Run 1, gate-type map:
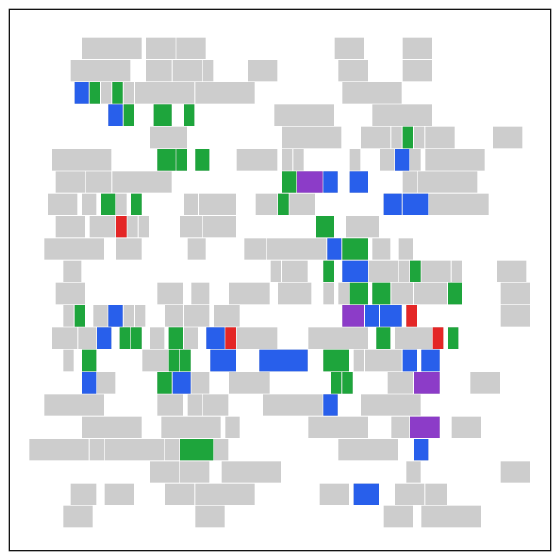
Run 1, congestion heat map:
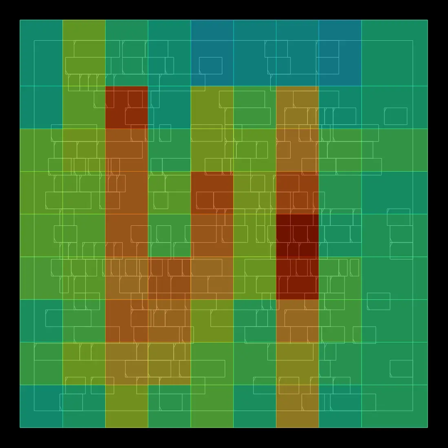
Run 1, routed metal, one colour a layer:
Two of the layers only.
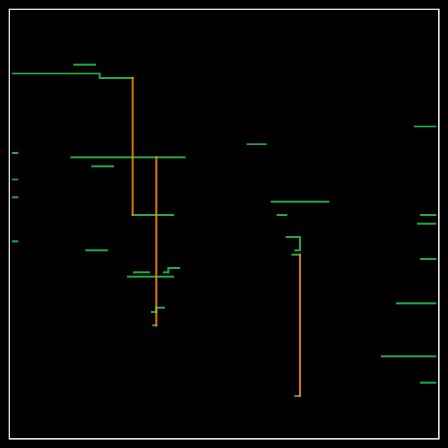
Run 1, sizing map:
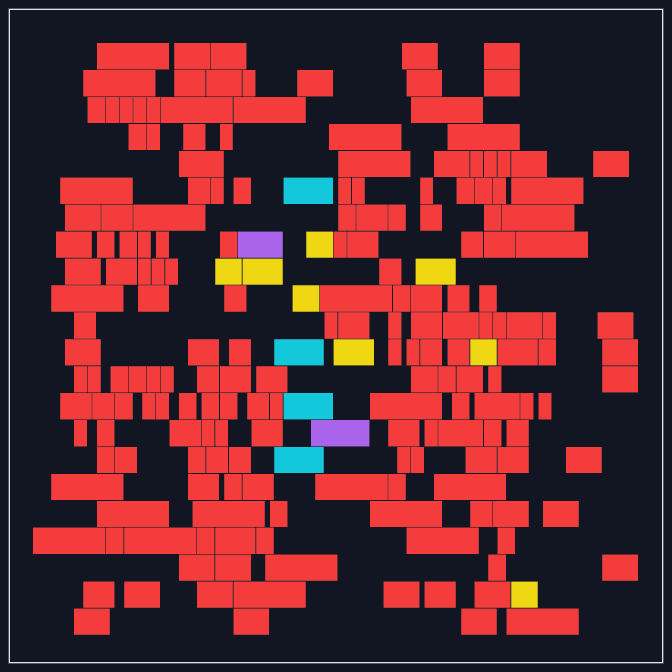
File: config.mk
export PLATFORM = sky130hd
export DESIGN_NAME = vga_timing_gen
export DESIGN_NICKNAME = d
export VERILOG_FILES = /design/src/rtl/vga_timing_gen.sv
export SDC_FILE = /design/constraint.sdc
export NUM_CORES = 1
export LEC_CHECK = 0
export CAP_MARGIN = 25
export CELL_PAD_IN_SITES_DETAIL_PLACEMENT = 0
export CELL_PAD_IN_SITES_GLOBAL_PLACEMENT = 1
export CORE_MARGIN = 2
export CORE_UTILIZATION = 37
export CTS_CLUSTER_DIAMETER = 50
export DETAILED_ROUTE_END_ITERATION = 6
export MAX_ROUTING_LAYER = met4
export PLACE_DENSITY_LB_ADDON = 0.1
export SLEW_MARGIN = 25
export SYNTH_ARGS = -nofsm -noshare
export SYNTH_HDL_FRONTEND = slang
export SYNTH_SLANG_ARGS = --single-unit
File: constraint.sdc
create_clock -name clk -period 3 [get_ports clk]
set_input_delay 0.3 -clock clk [delete_from_list [all_inputs] [get_ports clk]]
set_output_delay 0.3 -clock clk [all_outputs]
set_load 0.005 [all_outputs]
File: src/rtl/vga_timing_gen.sv
// VGA raster timing generator.
// A clock divider produces the pixel-rate tick. The tick advances the
// horizontal and vertical counters. Sync, blank and the start-of-line/frame
// markers are decoded from the next-state counts and registered together
// with the counts, so every output describes the hcount/vcount presented
// in the same cycle.
module vga_timing_gen #(
  parameter int H_VISIBLE = 640,
  parameter int H_FP      = 16,
  parameter int H_SYNC    = 96,
  parameter int H_BP      = 48,
  parameter int V_VISIBLE = 480,
  parameter int V_FP      = 10,
  parameter int V_SYNC    = 2,
  parameter int V_BP      = 33,
  parameter int CLK_DIV   = 2,
  parameter int SYNC_POL  = 0
) (
  input  logic        clk,
  input  logic        rst,
  input  logic        en,
  output logic [10:0] hcount,
  output logic [9:0]  vcount,
  output logic        hsync,
  output logic        vsync,
  output logic        blank,
  output logic        pix_en,
  output logic        line_start,
  output logic        frame_start
);

  localparam int H_TOTAL = H_VISIBLE + H_FP + H_SYNC + H_BP;
  localparam int V_TOTAL = V_VISIBLE + V_FP + V_SYNC + V_BP;

  // A one-bit divider is kept for CLK_DIV=1; it simply stays at 0.
  localparam int DIV_W = (CLK_DIV > 1) ? $clog2(CLK_DIV) : 1;
  localparam logic [DIV_W-1:0] DIV_LAST = DIV_W'(CLK_DIV - 1);
  localparam logic [DIV_W-1:0] DIV_ONE  = DIV_W'(1);

  // Region boundaries: *_FP_BEG is the first non-visible count,
  // *_SYNC_BEG the first sync count, *_BP_BEG the first back-porch count.
  localparam logic [10:0] H_LAST     = 11'(H_TOTAL - 1);
  localparam logic [10:0] H_FP_BEG   = 11'(H_VISIBLE);
  localparam logic [10:0] H_SYNC_BEG = 11'(H_VISIBLE + H_FP);
  localparam logic [10:0] H_BP_BEG   = 11'(H_VISIBLE + H_FP + H_SYNC);

  localparam logic [9:0]  V_LAST     = 10'(V_TOTAL - 1);
  localparam logic [9:0]  V_FP_BEG   = 10'(V_VISIBLE);
  localparam logic [9:0]  V_SYNC_BEG = 10'(V_VISIBLE + V_FP);
  localparam logic [9:0]  V_BP_BEG   = 10'(V_VISIBLE + V_FP + V_SYNC);

  localparam logic SYNC_ON  = (SYNC_POL != 0);
  localparam logic SYNC_OFF = (SYNC_POL == 0);

  typedef enum logic [1:0] {
    REG_ACTIVE,
    REG_FRONT,
    REG_SYNC,
    REG_BACK
  } region_t;

  function automatic region_t h_region(input logic [10:0] c);
    if (c < H_FP_BEG)        return REG_ACTIVE;
    else if (c < H_SYNC_BEG) return REG_FRONT;
    else if (c < H_BP_BEG)   return REG_SYNC;
    else                     return REG_BACK;
  endfunction

  function automatic region_t v_region(input logic [9:0] c);
    if (c < V_FP_BEG)        return REG_ACTIVE;
    else if (c < V_SYNC_BEG) return REG_FRONT;
    else if (c < V_BP_BEG)   return REG_SYNC;
    else                     return REG_BACK;
  endfunction

  logic [DIV_W-1:0] div;
  logic [DIV_W-1:0] div_nxt;
  logic             tick;
  logic             h_wrap;
  logic             v_wrap;
  logic [10:0]      h_nxt;
  logic [9:0]       v_nxt;
  region_t          h_reg_nxt;
  region_t          v_reg_nxt;
  logic             hsync_nxt;
  logic             vsync_nxt;
  logic             blank_nxt;

  // Divider and counter next-state; everything holds while en is low.
  always_comb begin
    tick    = 1'b0;
    div_nxt = div;
    h_nxt   = hcount;
    v_nxt   = vcount;
    h_wrap  = (hcount == H_LAST);
    v_wrap  = (vcount == V_LAST);
    if (en) begin
      if (div == DIV_LAST) begin
        tick    = 1'b1;
        div_nxt = '0;
      end else begin
        div_nxt = div + DIV_ONE;
      end
    end
    if (tick) begin
      if (h_wrap) begin
        h_nxt = '0;
        v_nxt = v_wrap ? 10'd0 : vcount + 10'd1;
      end else begin
        h_nxt = hcount + 11'd1;
      end
    end
  end

  // Level outputs decoded from the counts that will be shown next cycle.
  always_comb begin
    h_reg_nxt = h_region(h_nxt);
    v_reg_nxt = v_region(v_nxt);
    hsync_nxt = (h_reg_nxt == REG_SYNC) ? SYNC_ON : SYNC_OFF;
    vsync_nxt = (v_reg_nxt == REG_SYNC) ? SYNC_ON : SYNC_OFF;
    blank_nxt = (h_reg_nxt != REG_ACTIVE) || (v_reg_nxt != REG_ACTIVE);
  end

  // Output and state registers; reset wins over en and never emits a pulse.
  always_ff @(posedge clk) begin
    if (rst) begin
      div         <= '0;
      hcount      <= '0;
      vcount      <= '0;
      hsync       <= SYNC_OFF;
      vsync       <= SYNC_OFF;
      blank       <= 1'b0;
      pix_en      <= 1'b0;
      line_start  <= 1'b0;
      frame_start <= 1'b0;
    end else begin
      div         <= div_nxt;
      hcount      <= h_nxt;
      vcount      <= v_nxt;
      hsync       <= hsync_nxt;
      vsync       <= vsync_nxt;
      blank       <= blank_nxt;
      pix_en      <= tick;
      line_start  <= tick && h_wrap;
      frame_start <= tick && h_wrap && v_wrap;
    end
  end

endmodule
==> results.py, run 1 <==
# Generated from Yosys and OpenROAD reports
metrics = {
    "critical_path": {
        "worst_path_most_repeated_cell": "sky130_fd_sc_hd__or4_4",
        "crit_arrival_ns": 2.62,
        "cp_cell_sequence": "nand4bb_1 -> or4_4 -> nor2_4 -> a32oi_1 -> or4_4 -> nand4b_1",
        "crit-reg2reg-launch": "hcount[9]$_SDFF_PP0_",
        "critical_path.startpoint_type": "flop",
        "crit_family": "simple AND/OR/NAND/NOR gates",
        "setup.worst_path.start": "hcount[9]$_SDFF_PP0_",
        "worst_setup_path_end_kind": "flop",
        "worstPathBufferInverterCount": 0,
        "timing.reg2reg.worst_path_depth": 6,
    },
    "power_and_ir_drop": {
        "power.internal_mw": 0.501,
        "vdd_drop_max_mv": 0.165,
        "swShare": 0.195,
        "comb_power_mw": 0.0198,
        "powerClk_mw": 0.224,
        "power.combinational.fraction": 0.032,
        "power.group.top": "sequential cells",
        "total_power_mw": 0.622,
        "power.switching_mw": 0.122,
    },
    "final_layout": {
        "non_clock_buffer_area_share": 0.178,
        "post_route_cells_drive_above_1_share": 0.0693,
        "seq_share": 0.305,
        "layout_top_cells_excl_fill_tap": "29 x sky130_fd_sc_hd__clkdlybuf4s50_1, 28 x sky130_fd_sc_hd__dfxtp_1, 22 x sky130_fd_sc_hd__nor2_1",
        "multi_input_comb_cells": 132,
        "dominant-cell-class": "combinational gates",
        "layout.nets": 209,
        "largest_register_ffs": 11,
        "final_cell_count_without_fillers": 250,
        "nonClockInverterCount": 4,
        "design_area_sq_mm": 0.00184,
        "num-fill-cells": 354,
        "final.clkbuf_count": 4,
        "antenna_cells": 0,
        "regMostFlops": "hcount",
        "largest_registers": "hcount (11), vcount (10)",
        "buffers_excl_clock": 34,
    },
    "floorplan": {
        "num_io_pins": 30,
        "chip_area_sq_mm": 0.00434,
        "floorplan.die.width_um": 65.9,
        "floorplan.die.height_um": 65.9,
    },
    "place": {
        "dpl_worst_slack_ns": 0.330,
        "placed_area_sq_mm": 0.00178,
        "portBuffers": 29,
        "gp_congestion": 0.885,
    },
    "run": {
        "stage_log_warnings": 27,
    },
    "sta": {
        "final_setup_margin_ns": 0.530,
        "final-hold-violation-count": 0,
        "tightestPinTransition_ns": 0.644,
        "timing.slew.headroom": 0.566,
        "finalSetupViolations": 0,
        "worst_hold_margin_ns": 0.505,
        "final.period_utilization": 0.823,
        "finalClockSkew_ns": 0.00266,
    },
    "synthesis": {
        "dominantRegCellSynth": "sky130_fd_sc_hd__dfxtp_1",
        "post_synth_instance_area_sq_mm": 0.00142,
        "synth_nets": 176,
        "yosys_warnings": 0,
        "ys_ff": 28,
        "synth-seq-area-share": 0.396,
        "synthesis.area_per_instance_sq_um": 8.33,
        "synthTopCellsByArea": "sky130_fd_sc_hd__dfxtp_1 40%, sky130_fd_sc_hd__xnor2_1 6.8%, sky130_fd_sc_hd__nor2_1 5.8%, sky130_fd_sc_hd__nor3_1 4.9%, sky130_fd_sc_hd__nand2_1 4.8%",
        "synth-async-reset-ratio": 0,
        "ys_area_sq_mm": 0.00142,
        "synth_largest_type_area_fraction": 0.396,
        "synth_cells": 170,
    },
    "outcome": {
        "status": "complete, no violations",
    },
    "cts": {
        "clkTransAtPathRegs_ns": 0.09,
        "cts_max_path_bufs": 2,
        "post_cts_resized": 0,
        "cts_root_buf": "sky130_fd_sc_hd__clkbuf_8",
        "clock_sink_count": 28,
        "insertion_delay_ns": 0.26,
    },
    "drt": {
        "num_vias": 1344,
        "avgViaCountPerCell": 5.38,
        "antenna_left": 0,
        "detail_route.first_pass.iterations": 4,
        "drt_iter0_markers": 102,
        "routed_wire_length_um": 3290,
        "route.detailed.drc": 0,
    },
    "global_routing": {
        "number_of_antenna_violations_at_the_first_check_in_global_routing": 0,
        "first_global_vias": 1311,
        "maximum_number_of_pins_on_one_net_before_global_route_repair": 27,
        "grt_overflow_total": 0,
    },
    "worst_hold_path": {
        "hold_depth": 2,
        "min_to": "hcount[1]$_SDFFE_PP0P_",
    },
}
About 'gate-type map':
NAND gates: shown in green, cells 34, most used nand2_1. inverting AOI/OAI gates: shown in blue, cells 23, most used a21oi_1. AND-OR and OR-AND gates: shown in purple, cells 4. inverters: shown in red, cells 4, most used inv_1.

About 'congestion heat map':
GR Util met2: 0.292
utilization after layout: 0.502
wire length per cell after detailed routing: 13.1 um

About 'routed metal, one colour a layer':
met4: shown in orange, wire length 68.7 um. met3: shown in green, wire length 116 um.

About 'sizing map':
drive 2: shown in purple, cells 2. drive 3 to 4: shown in yellow, cells 8, most used buf_4. drive 1 or less: shown in red, cells 188, most used clkdlybuf4s50_1. drive 6 and up: shown in cyan, cells 4, most used clkbuf_8.

[run 1: logic make-up after synthesis]
group | after synthesis | synth area share
multiplexers | 2 | 0.0141
adder cells (fa/ha/maj) | 3 | 0.0265
AND/OR/NAND/NOR | 85 | 0.314
buffers and inverters | 10 | 0.0265
flip-flops | 28 | 0.396
XOR/XNOR | 15 | 0.0928
AND-OR/OR-AND | 27 | 0.131
[run 1: metal layers]
| metal | share of wire | global-route usage |
|---|---|---|
| met3 | 0.035 | 0.0153 |
| met5 | 0 | - |
| met1 | 0.45 | 0.212 |
| met2 | 0.50 | 0.292 |
| met4 | 0.021 | 0.0703 |
Run 1, where the registers sit:
Bar = 20 um. Other sequential cells in the stronger grey, the rest of the logic in the fainter grey.
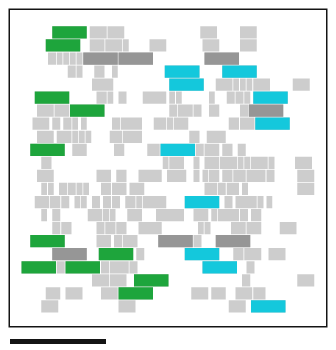

--- run 2 (diff from run 1) ---
- CORE_UTILIZATION: 37 -> 33
- clock period: 3 -> 2.2 ns (I/O delays scaled with it)
Run 2, where the registers sit:
Bar = 20 um. Other sequential cells in the stronger grey, the rest of the logic in the fainter grey.
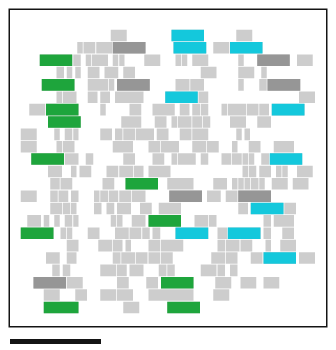
hcount: shown in green, flops 11. vcount: shown in cyan, flops 10.
Another 7 sequential cells are not coloured.

==> run 2 against run 1 <==
  * Setup slack lost 0.49 ns
  * Sequential cell count is the same
  * Global-route usage shrank 0.16 points
  * Register-to-register slack lost 0.49 ns
  * Utilization grew 2.2 points
  * Clock-buffer cell count is the same
  * Sequential power grew 36%
  * Critical path type unchanged
  * Critical endpoint unchanged
  * Largest cell class unchanged
==> results.py, run 2 <==
# Generated from Yosys and OpenROAD reports
metrics = {
    "outcome": {
        "status": "complete, no violations",
    },
    "power_and_ir_drop": {
        "power.group.top": "sequential cells",
        "comb_power_mw": 0.0332,
        "powerClk_mw": 0.318,
        "vdd_drop_max_mv": 0.182,
        "power_per_cell_area_mw_per_mm2": 408,
        "total_power_mw": 0.867,
        "power.combinational.fraction": 0.038,
        "swShare": 0.208,
        "sequentialPowerShare": 0.594,
        "seq_cell_power_mw": 0.515,
        "power.internal_mw": 0.687,
        "power.switching_mw": 0.180,
    },
    "critical_path": {
        "critical_path.startpoint_type": "flop",
        "worstPathBufferInverterCount": 1,
        "cp_cell_sequence": "or2_4 -> nor4_2 -> buf_4 -> nand2_1 -> xor2_1 -> or4_4 -> nand4b_1",
        "crit-reg2reg-launch": "hcount[6]$_SDFF_PP0_",
        "setup.worst_path.start": "hcount[6]$_SDFF_PP0_",
        "timing.critical_path.to": "vsync$_SDFF_PP1_",
        "critical_path.max_fanout": 4,
        "reg2reg_slack_ns": 0.04,
        "crit_arrival_ns": 2.31,
        "timing.reg2reg.worst_path_depth": 7,
        "crit_family": "simple AND/OR/NAND/NOR gates",
        "cp_data_required_time_ns": 2.36,
        "timing.rr.end": "vsync$_SDFF_PP1_",
        "worst_setup_path_end_kind": "flop",
    },
    "drt": {
        "routed_wire_length_um": 3930,
        "met3_length_um": 138,
        "route.met2.wl_um": 2020,
        "top_layer_used": "met4",
        "detail_route.first_pass.iterations": 4,
        "num_vias": 1474,
        "antenna_left": 0,
        "avgViaCountPerCell": 5.17,
        "wl_met1_um": 1720,
        "route.detailed.drc": 0,
        "drt-wirelength-per-cell_um": 13.8,
        "drt_iter0_markers": 118,
    },
    "synthesis": {
        "ys_cells": 170,
        "adder_share": 0.0265,
        "synth.area.mux_share": 0.0141,
        "synthTopCellsByArea": "sky130_fd_sc_hd__dfxtp_1 40%, sky130_fd_sc_hd__xnor2_1 6.8%, sky130_fd_sc_hd__nor2_1 5.8%, sky130_fd_sc_hd__nor3_1 4.9%, sky130_fd_sc_hd__nand2_1 4.8%",
        "yosys_warnings": 0,
        "post_synth_instance_area_sq_mm": 0.00142,
        "synth_largest_type_area_fraction": 0.396,
        "dominantRegCellSynth": "sky130_fd_sc_hd__dfxtp_1",
        "synth_cell_types": 39,
        "synthesis.area_per_instance_sq_um": 8.33,
        "edf_count": 0,
        "ys_sh_aoi": 0.131,
        "ys_ff": 28,
        "post_synth_xor_area_fraction": 0.0928,
        "logic_family": "simple AND/OR/NAND/NOR gates",
        "synth_cells": 170,
        "synth_nets": 176,
        "synthDominantAreaCellType": "sky130_fd_sc_hd__dfxtp_1",
        "ys_area_sq_mm": 0.00142,
        "synth-seq-area-share": 0.396,
        "synth_simple_gate_area_share": 0.314,
        "synth-async-reset-ratio": 0,
    },
    "place": {
        "portBuffers": 29,
        "detailed_place_hpwl_um": 2930,
        "gp_congestion": 0.807,
    },
    "sta": {
        "finalClockSkew_ns": 0.00532,
        "setup_total_negative_slack_ns": 0,
        "finalSetupViolations": 0,
        "final.period_utilization": 0.980,
        "fmax_mhz": 464,
        "timing.final.crit_period_ns": 2.16,
        "timing.slew.headroom": 0.695,
        "tightestPinTransition_ns": 0.451,
        "final-hold-violation-count": 0,
    },
    "global_routing": {
        "grt_util_met3": 0.0203,
        "grt_overflow_total": 0,
        "gr_util_met2": 0.308,
        "track_usage": 0.171,
        "top_usage_layer": "met2",
        "fraction_of_met1_tracks_used_by_global_routing": 0.199,
        "wire_length_of_the_first_global_routing_pass_um": 6650,
        "maximum_number_of_pins_on_one_net_before_global_route_repair": 26,
        "number_of_antenna_violations_at_the_first_check_in_global_routing": 0,
        "first_global_vias": 1472,
    },
    "worst_hold_path": {
        "timing.hold.worst.start": "div$_SDFFE_PP0P_",
        "min_to": "hcount[1]$_SDFFE_PP0P_",
        "min-delay-path-class": "reg2reg",
        "hold_depth": 2,
    },
    "final_layout": {
        "largest_registers": "hcount (11), vcount (10)",
        "regMostFlops": "hcount",
        "fin_util": 0.524,
        "post_route_cells_drive_above_1_share": 0.221,
        "layout_top_cells_excl_fill_tap": "38 x sky130_fd_sc_hd__buf_4, 29 x sky130_fd_sc_hd__clkdlybuf4s50_1, 27 x sky130_fd_sc_hd__dfxtp_1",
        "layout_top_cell": "sky130_fd_sc_hd__buf_4",
        "antenna_cells": 0,
        "largest_register_ffs": 11,
        "num-fill-cells": 410,
        "layout.nets": 242,
    },
    "cts": {
        "numCtsBuffers": 3,
        "hold_buffers": 0,
        "cts_root_buf": "sky130_fd_sc_hd__clkbuf_8",
        "clkTransAtPathRegs_ns": 0.10,
        "tritoncts_clock_tree": "built",
        "insertion_delay_ns": 0.27,
        "post_cts_resized": 1,
        "cts_max_path_bufs": 2,
        "clock_sink_count": 28,
    },
    "floorplan": {
        "floorplan.die.height_um": 69.5,
        "floorplan.die.width_um": 69.5,
        "chip_area_sq_mm": 0.00483,
        "coreArea_sq_mm": 0.00406,
        "num_io_pins": 30,
        "initCoreUtil": 0.349,
        "std_cell_rows": 23,
    },
    "run": {
        "stage_log_warnings": 27,
    },
}
-- run 2: through the flow --
| step | setup WS (ns) | area, sq um | hold slack (ns) | cells |
|---|---|---|---|---|
| detailed placement | -0.133 | 2030 | 0.588 | 279 |
| floorplan | 0.000310 | 1430 | 0.357 | 170 |
| finish | 0.0449 | 2130 | 0.599 | 285 |
| CTS | 0.00970 | 2100 | 0.601 | 283 |
| global route | -0.00247 | 2130 | 0.630 | 285 |
| global placement | -0.101 | 2030 | 0.569 | 279 |
-- run 2: final cells by class --
cell class | instances | area [sq um] | area share
clock buffers | 4 | 55.1 | 0.0259
inverters | 4 | 15.0 | 0.00706
multi-input cells | 132 | 856 | 0.403
flip-flops and latches | 28 | 562 | 0.264
well taps | 50 | 62.6 | 0.0294
repair buffers | 67 | 576 | 0.271
Run 2, sizing map:
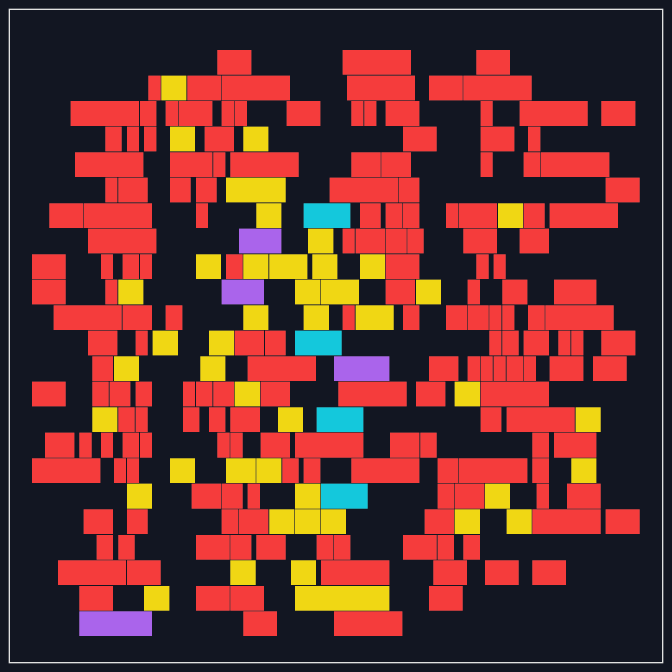

--- run 3 (diff from run 2) ---
- HOLD_SLACK_MARGIN: default -> 0.12
- SETUP_SLACK_MARGIN: default -> 0.3
Run 3, sizing map:
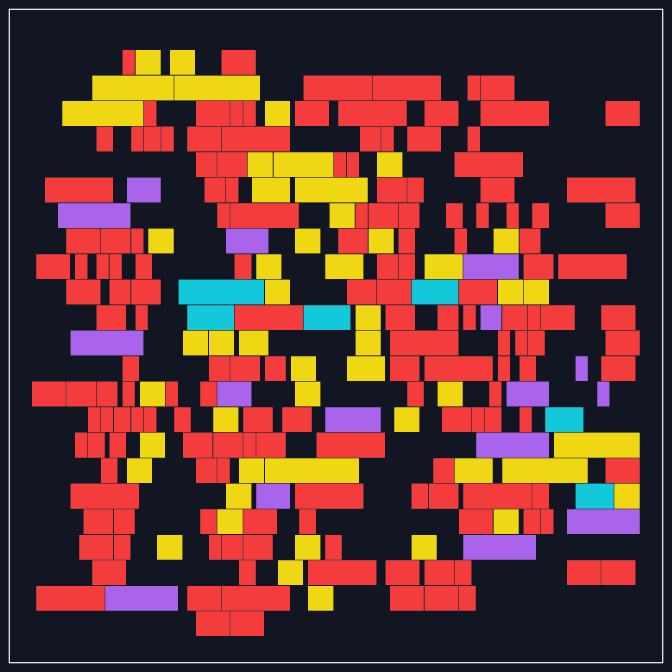
drive 1 or less: shown in red, cells 163, most used clkdlybuf4s50_1. drive 2: shown in purple, cells 16, most used dfxtp_2. drive 6 and up: shown in cyan, cells 6, most used clkbuf_8. drive 3 to 4: shown in yellow, cells 50, most used buf_4.

==> run 3 against run 2 <==
  * Sequential share of layout area is 0.77 points lower
  * Register-to-register slack improved by 0.10 ns
  * Utilization rose by 2.9 points
  * Critical endpoint unchanged
  * Largest cell class unchanged
  * Highest routed layer unchanged
==> results.py, run 3 <==
# Generated from Yosys and OpenROAD reports
metrics = {
    "outcome": {
        "status": "complete, no violations",
    },
    "global_routing": {
        "wire_length_of_the_first_global_routing_pass_um": 6800,
        "number_of_antenna_violations_at_the_first_check_in_global_routing": 0,
        "grt_overflow_total": 0,
        "first_global_vias": 1478,
        "track_usage": 0.177,
    },
    "cts": {
        "tritoncts_clock_tree": "built",
        "cts_root_buf": "sky130_fd_sc_hd__clkbuf_8",
        "post_cts_resized": 10,
        "insertion_delay_ns": 0.27,
        "numCtsBuffers": 3,
        "hold_buffers": 0,
        "clock_sink_count": 28,
        "clkTransAtPathRegs_ns": 0.10,
    },
    "floorplan": {
        "initCoreUtil": 0.349,
        "num_io_pins": 30,
        "floorplan.die.height_um": 69.5,
        "chip_area_sq_mm": 0.00483,
        "std_cell_rows": 23,
        "coreArea_sq_mm": 0.00406,
        "floorplan.die.width_um": 69.5,
        "tapCellCount": 50,
    },
    "final_layout": {
        "regMostFlops": "hcount",
        "largest_registers": "hcount (11), vcount (10)",
        "comb_area_frac": 0.419,
        "dominant-cell-class": "combinational gates",
        "layout.nets": 242,
        "largest_register_ffs": 11,
        "clk_share": 0.0296,
        "final-comb-area_sq_um": 941,
        "layout_top_cell": "sky130_fd_sc_hd__buf_4",
        "final.clkbuf_count": 4,
        "seq_share": 0.257,
        "buffers_excl_clock": 67,
        "flops": 28,
        "nonClockInverterCount": 4,
        "antenna_cells": 0,
        "non_clock_buffer_area_share": 0.260,
        "layout_top_cells_excl_fill_tap": "36 x sky130_fd_sc_hd__buf_4, 29 x sky130_fd_sc_hd__clkdlybuf4s50_1, 22 x sky130_fd_sc_hd__nor2_1",
        "post_route_cells_drive_above_1_share": 0.306,
    },
    "critical_path": {
        "crit_family": "simple AND/OR/NAND/NOR gates",
        "crit-reg2reg-launch": "hcount[7]$_SDFF_PP0_",
        "cp_cell_sequence": "or2_4 -> nor4_4 -> nand4_1 -> xor2_1 -> or4_4 -> nand4b_1",
        "crit_arrival_ns": 2.21,
        "timing.reg2reg.worst_path_depth": 6,
        "timing.critical_path.to": "vsync$_SDFF_PP1_",
        "cp_data_required_time_ns": 2.36,
        "worst_setup_path_end_kind": "flop",
        "worstPathBufferInverterCount": 0,
        "reg2reg_slack_ns": 0.15,
        "critical_path.startpoint_type": "flop",
        "timing.rr.end": "vsync$_SDFF_PP1_",
    },
    "place": {
        "portBuffers": 29,
        "detailed_place_hpwl_um": 2960,
        "gp_congestion": 0.791,
    },
    "power_and_ir_drop": {
        "sequentialPowerShare": 0.566,
        "seq_cell_power_mw": 0.515,
        "comb_power_mw": 0.0342,
        "swShare": 0.204,
        "total_power_mw": 0.909,
        "power.internal_mw": 0.724,
        "power.group.top": "sequential cells",
        "power.combinational.fraction": 0.038,
        "power_per_cell_area_mw_per_mm2": 405,
        "power.switching_mw": 0.185,
        "power.share.clock": 0.396,
        "vdd_drop_max_mv": 0.516,
        "powerClk_mw": 0.360,
    },
    "synthesis": {
        "synth_cell_types": 39,
        "ys_sh_aoi": 0.131,
        "post_synth_xor_area_fraction": 0.0928,
        "ys_cells": 170,
        "synth.area.mux_share": 0.0141,
        "synth-async-reset-ratio": 0,
        "synthesis.area_per_instance_sq_um": 8.33,
        "yosys_warnings": 0,
        "dominantRegCellSynth": "sky130_fd_sc_hd__dfxtp_1",
        "synth_simple_gate_area_share": 0.314,
        "ys_ff": 28,
        "synthTopCellsByArea": "sky130_fd_sc_hd__dfxtp_1 40%, sky130_fd_sc_hd__xnor2_1 6.8%, sky130_fd_sc_hd__nor2_1 5.8%, sky130_fd_sc_hd__nor3_1 4.9%, sky130_fd_sc_hd__nand2_1 4.8%",
        "edf_count": 0,
        "post_synth_instance_area_sq_mm": 0.00142,
        "synth-seq-area-share": 0.396,
        "adder_share": 0.0265,
        "synth_cells": 170,
        "synth_nets": 176,
        "synthDominantAreaCellType": "sky130_fd_sc_hd__dfxtp_1",
        "logic_family": "simple AND/OR/NAND/NOR gates",
        "synth_largest_type_area_fraction": 0.396,
    },
    "sta": {
        "setup_total_negative_slack_ns": 0,
        "fmax_mhz": 487,
        "tightestPinTransition_ns": 0.418,
        "finalClockSkew_ns": 0.00892,
        "finalSetupViolations": 0,
        "final.period_utilization": 0.933,
        "timing.final.crit_period_ns": 2.05,
        "final-hold-violation-count": 0,
    },
    "drt": {
        "avgViaCountPerCell": 5.18,
        "antenna_left": 0,
        "drt_iter0_markers": 78,
        "routed_wire_length_um": 4050,
        "detail_route.first_pass.iterations": 4,
        "drt-wirelength-per-cell_um": 14.2,
    },
    "run": {
        "stage_log_warnings": 30,
    },
    "worst_hold_path": {
        "timing.hold.worst.start": "vcount[3]$_SDFF_PP0_",
        "hold_depth": 2,
        "min_to": "vcount[3]$_SDFF_PP0_",
    },
}
[run 3: cell counts after synthesis]
No cell type changed its count.
[run 3: layer usage]
metal / global-route usage / part of all wire
met2: 0.324 / 0.53
met4: 0.0196 / 0.0042
met1: 0.206 / 0.44
met3: 0.0363 / 0.032
met5: - / 0
[run 3: per-stage QoR]
step / cells / hold WS, ns / area, sq um / utilization / setup slack, ns
global route: 285 / 0.592 / 2240 / 0.553 / 0.0466
finish: 285 / 0.572 / 2240 / 0.553 / 0.147
detailed placement: 274 / 0.500 / 2030 / 0.500 / -0.164
CTS: 282 / 0.577 / 2180 / 0.537 / 0.151
floorplan: 170 / 0.357 / 1470 / - / 0.136
global placement: 274 / 0.490 / 2030 / 0.500 / -0.0985
Power figures rest on the tool's default switching activity, not on a simulated workload.
